===== src/rtl/voice_pkg.sv =====
// Shared definitions for the voice frame packer: FSM states, the default
// frame marker and the payload counter width.
package voice_pkg;

    typedef enum logic [2:0] {
        ST_IDLE,
        ST_MAGIC,
        ST_SEQ,
        ST_TS,
        ST_PAY,
        ST_CSUM
    } state_t;

    localparam logic [15:0] DEF_MAGIC = 16'hA55A;
    localparam int unsigned LEN_W     = 12;

endpackage


===== src/rtl/vfp_out_reg.sv =====
// One-entry valid/ready output register carrying a data word and its
// start/end-of-frame qualifiers; holds everything stable while stalled.
module vfp_out_reg (
    input  logic        clk,
    input  logic        i_rst_n,
    input  logic        in_valid,
    input  logic [15:0] in_data,
    input  logic        in_sof,
    input  logic        in_eof,
    output logic        load,
    input  logic        i_ready,
    output logic        o_valid,
    output logic [15:0] o_data,
    output logic        o_sof,
    output logic        o_eof
);

    always_comb begin
        load = !o_valid || i_ready;
    end

    always_ff @(posedge clk or negedge i_rst_n) begin
        if (!i_rst_n) begin
            o_valid <= 1'b0;
            o_data  <= '0;
            o_sof   <= 1'b0;
            o_eof   <= 1'b0;
        end else if (load) begin
            o_valid <= in_valid;
            if (in_valid) begin
                o_data <= in_data;
            end
            o_sof   <= in_valid && in_sof;
            o_eof   <= in_valid && in_eof;
        end
    end

endmodule


===== src/rtl/voice_frame_packer.sv =====
// Packs 16-bit voice samples into frames: MAGIC, SEQ, TS, FRAME_LEN samples,
// then a 16-bit payload checksum. Every state step is gated by an output load.
module voice_frame_packer
    import voice_pkg::*;
#(
    parameter int unsigned FRAME_LEN = 160,
    parameter logic [15:0] MAGIC     = DEF_MAGIC,
    parameter logic [15:0] SEQ_INIT  = 16'd0
) (
    input  logic        clk,
    input  logic        i_rst_n,
    input  logic [15:0] i_ts,
    input  logic        i_smp_valid,
    input  logic [15:0] i_smp_data,
    output logic        o_smp_ready,
    output logic        o_valid,
    output logic [15:0] o_data,
    output logic        o_sof,
    output logic        o_eof,
    input  logic        i_ready,
    output logic [15:0] o_frames
);

    localparam logic [LEN_W-1:0] LAST_IDX = LEN_W'(FRAME_LEN - 1);

    state_t           state;
    state_t           state_nxt;
    logic [15:0]      seq;
    logic [15:0]      ts_lat;
    logic [15:0]      csum;
    logic [LEN_W-1:0] pay_cnt;

    logic             load;
    logic             ld_valid;
    logic [15:0]      ld_data;
    logic             ld_sof;
    logic             ld_eof;
    logic             smp_fire;

    always_comb begin
        o_smp_ready = (state == ST_PAY) && load;
        smp_fire    = i_smp_valid && o_smp_ready;
    end

    always_comb begin
        state_nxt = state;
        ld_valid  = 1'b0;
        ld_data   = '0;
        ld_sof    = 1'b0;
        ld_eof    = 1'b0;
        case (state)
            ST_IDLE: begin
                // The first sample only opens the frame; it is consumed in PAY.
                if (i_smp_valid && load) begin
                    state_nxt = ST_MAGIC;
                end
            end
            ST_MAGIC: begin
                ld_valid = 1'b1;
                ld_data  = MAGIC;
                ld_sof   = 1'b1;
                if (load) begin
                    state_nxt = ST_SEQ;
                end
            end
            ST_SEQ: begin
                ld_valid = 1'b1;
                ld_data  = seq;
                if (load) begin
                    state_nxt = ST_TS;
                end
            end
            ST_TS: begin
                ld_valid = 1'b1;
                ld_data  = ts_lat;
                if (load) begin
                    state_nxt = ST_PAY;
                end
            end
            ST_PAY: begin
                ld_valid = i_smp_valid;
                ld_data  = i_smp_data;
                if (smp_fire && (pay_cnt == LAST_IDX)) begin
                    state_nxt = ST_CSUM;
                end
            end
            ST_CSUM: begin
                ld_valid = 1'b1;
                ld_data  = csum;
                ld_eof   = 1'b1;
                if (load) begin
                    state_nxt = ST_IDLE;
                end
            end
            default: begin
                state_nxt = ST_IDLE;
            end
        endcase
    end

    always_ff @(posedge clk or negedge i_rst_n) begin
        if (!i_rst_n) begin
            state    <= ST_IDLE;
            seq      <= SEQ_INIT;
            ts_lat   <= '0;
            csum     <= '0;
            pay_cnt  <= '0;
            o_frames <= '0;
        end else begin
            state <= state_nxt;
            if ((state == ST_IDLE) && (state_nxt == ST_MAGIC)) begin
                ts_lat  <= i_ts;
                csum    <= '0;
                pay_cnt <= '0;
            end
            if (smp_fire) begin
                csum    <= csum + i_smp_data;
                pay_cnt <= pay_cnt + LEN_W'(1);
            end
            if ((state == ST_CSUM) && load) begin
                seq      <= seq + 16'd1;
                o_frames <= o_frames + 16'd1;
            end
        end
    end

    vfp_out_reg u_out (
        .clk      (clk),
        .i_rst_n  (i_rst_n),
        .in_valid (ld_valid),
        .in_data  (ld_data),
        .in_sof   (ld_sof),
        .in_eof   (ld_eof),
        .load     (load),
        .i_ready  (i_ready),
        .o_valid  (o_valid),
        .o_data   (o_data),
        .o_sof    (o_sof),
        .o_eof    (o_eof)
    );

endmodule


===== config.mk =====
export PLATFORM = sky130hd
export DESIGN_NAME = voice_frame_packer
export DESIGN_NICKNAME = d
export VERILOG_FILES = /design/src/rtl/voice_pkg.sv /design/src/rtl/vfp_out_reg.sv /design/src/rtl/voice_frame_packer.sv
export SDC_FILE = /design/constraint.sdc
export NUM_CORES = 1
export LEC_CHECK = 0
export ABC_CLOCK_PERIOD_IN_PS = 3050
export CORE_ASPECT_RATIO = 1.5
export CORE_MARGIN = 1
export CORE_UTILIZATION = 55
export DETAILED_ROUTE_END_ITERATION = 16
export PLACE_DENSITY = 0.85
export SLEW_MARGIN = 20
export SYNTH_ARGS = -nofsm -noshare
export SYNTH_HDL_FRONTEND = slang
export SYNTH_SLANG_ARGS = --single-unit

===== constraint.sdc =====
create_clock -name clk -period 3.05 [get_ports clk]
set_input_delay 0.61 -clock clk [delete_from_list [all_inputs] [get_ports clk]]
set_output_delay 0.61 -clock clk [all_outputs]
set_load 0.1 [all_outputs]

Cell placement:
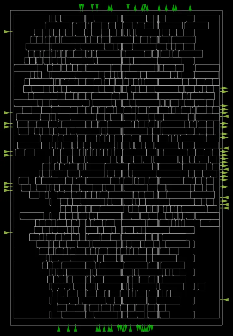
sequential cell count: 98
flop share of the area: 38.7%
Non-Filler Instances: 734

==> flow_summary.yaml <==
# synthesis and place-and-route metrics
global_route:
  gr-usage-all-layers_pct: 28.3
  met1_usage_pct: 35.5
  grt_max_degree: 58
  grt_first_pass_wirelength_mm: 21.3
  use_met2_pct: 48.5
  gr-usage-met3_pct: 4.51
  grt_overflow_total: 0
  busiest_layer: "met2"
  grt_pass1_vias: 4379
  antenna_found_initial: 0
critical_path:
  start_kind: "input port"
  critPathKind: "in -> reg"
  critPathMaxFanout: 4
  arrival_ns: 2.89
  endpoint_kind: "flop"
  reg2reg_from: "csum[0]"
  worstPathRequired_ns: 3.28
  reg2reg_depth: 8
  reg2reg_slack_ns: 0.72
  worstReg2RegEnd: "csum[14]"
synth:
  ys_async_sr_fraction_pct: 100
  topCellsByArea: "dfrtp_1 47%, nand2_1 7.0%, ha_1 4.5%, xnor2_1 4.2%, mux2i_1 3.6%"
  adder_share_pct: 4.93
  synthMuxAreaShare_pct: 4.07
  aoi_share_pct: 15.1
  top_logic_kind: "simple AND/OR/NAND/NOR gates"
  ys_seq_share_pct: 46.9
  synth_cell_type_count: 55
  yosysChipArea_sq_mm: 0.00523
  ys_sh_simple_pct: 19.1
  ys_ff: 98
  yosysCellCount: 540
  xor_area_share_pct: 7.20
  synthesis.instances: 540
  fp_nets: 596
  postSynthAreaPerCell_sq_um: 9.69
  edf_count: 0
  synth_warnings: 0
  netlist_area_sq_mm: 0.00523
  netlist.area_leader.share_pct: 46.9
  flop_cell: "dfrtp_1"
  top_area_cell: "dfrtp_1"
outcome:
  status: "finished, final reports clean"
drt:
  num_vias: 4470
  drt_iter0_drc: 319
  dr_wl_met2_mm: 6.81
  detail_route.wl_per_cell_microns: 17.7
  first_pass_iters: 5
  drc: 0
  wl_met1_mm: 5.30
  route.met3.wl_microns: 611
  dr.max_layer_used: "met4"
  viasPerCell: 6.09
  detail-route-antenna-nets: 0
  drt_wl_total_mm: 13.0
clock_tree:
  clock_latency_ns: 0.35
  clockRootBuffer: "clkbuf_16"
  clk_pin_slew_ns: 0.07
  clockBufferDepth: 2
  cts_tree: "yes"
  h-tree-depth: 3
  ctsHoldBuffers: 0
  cts_resized: 0
  cts_setup_buffers: 0
  cts_buffers: 9
  clock_sinks: 98
sta:
  setup_ws_ns: 0.386
  setup_viol: 0
  fin_tns_setup_ns: 0
  rsz0062_at_grt: "no"
  worstMarginPinSlew_ns: 0.757
  fmax_mhz: 375
  period_needed_ns: 2.66
  drv_slew: 0
  worst_hold_slack_ns: 0.319
  fin_skew_ns: 0.00813
  period_used_pct: 87.4
  max_slew_margin_pct: 49.5
  final_hold_viol_count: 0
placed_design:
  dp.cells: 718
  gp_congestion: 0.898
  postPlaceCellArea_sq_mm: 0.00605
  hpwl_mm: 9.53
  place_ws_ns: 0.0502
  place.port_buffers: 71
die:
  rows: 43
  coreArea_sq_mm: 0.00925
  dieArea_sq_mm: 0.00991
  fp_util_pct: 56.5
  num_io_pins: 72
  die_w_microns: 81.6
  die_h_microns: 121
power:
  finalPower_mw: 6.15
  ir_drop_mv: 0.852
  power.leakage_nw: 3.01
  pwr_density_cell_mw_per_mm2: 971
flow_run:
  warning_count: 26
  cap_violations: 0
cells_and_area:
  layout-drive-gt1-share_pct: 13.2
  layout.nets: 673
  n_antenna_cell: 0
  final_util_pct: 68.4
  design_area_sq_mm: 0.00633
  lay_top_cells: "97 x nand2_1, 97 x dfrtp_1, 52 x buf_4"
  area_delta_synth_final_pct: 21.0
hold_path:
  min_path_type: "in -> async"
Sequential cells grouped by signal name:
Scale: 4 px per micron.
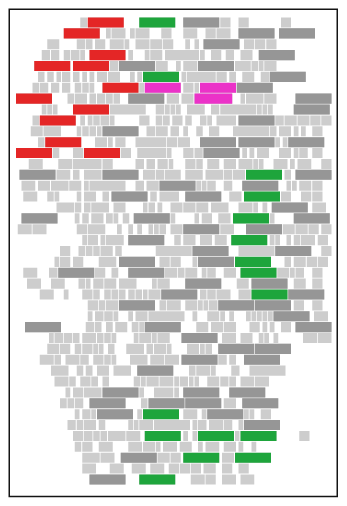
Key: magenta = `state` [placed flops 3]; green = `u_out.o_data` [placed flops 16]; red = `pay_cnt` [placed flops 12, where top left]

-- worst max path at each step --
stage | slack [ns] | from | end | depth (start not counted)
floorplan | 0.12 | u_out.o_valid | o_smp_ready | 2
global placement | 0.10 | i_smp_data[0] | csum[14] | 9
detailed placement | 0.05 | i_smp_data[0] | csum[14] | 9
CTS | 0.41 | i_smp_data[0] | csum[14] | 9
global route | 0.22 | i_smp_data[0] | csum[14] | 9
finish | 0.39 | i_smp_data[0] | csum[14] | 9
-- power breakdown --
group          switching [mW]  internal (mW)
combinational            2.08          0.989
sequential              0.333           1.66
clock                   0.488          0.600
-- Yosys cell counts (all sizes together) (2+ instances only) --
master / count
dfrtp: 98
nand2: 97
nor2: 31
o21ai: 31
a21oi: 27
nand3: 25
xnor2: 25
a22o: 19
ha: 19
mux2i: 19
xor2: 18
nand4: 15
buf: 11
clkbuf: 11
and3: 9
inv: 9
o22ai: 9
nor3: 8
o32ai: 6
a221oi: 5
nor2b: 5
a31oi: 3
nor4: 3
o21a: 3
o31ai: 3
or4: 3
a211o: 2
a211oi: 2
a21o: 2
a22oi: 2
and2: 2
mux2: 2
nand2b: 2
o21bai: 2
-- critical path: stages --
cell and delay [ns]:
clkdlybuf4s50_1 0.43, ha_1 0.24, fa_1 0.41, a21o_1 0.18, a21oi_1 0.33, o21a_1 0.17
o22ai_1 0.11, mux2i_1 0.14, a211o_1 0.27
-- final cells by class --
cell class	count	area, sq um
Inverter	9	33.8
Multi-Input combinational cell	411	2650
Clock buffer	13	260
Clock inverter	3	23.8
Sequential cell	98	2450
Tap cell	112	140
Timing Repair Buffer	88	771
Fill cell	703	2920
-- state kept, by name (all words and copies together), names as in the netlist, 3 cells and up --
name and cells:
csum 16, ts_lat 16, seq 16, u_out.o_data 16, pay_cnt 12, state 3
o_frames 16
Power is estimated from default activity; no workload was simulated.
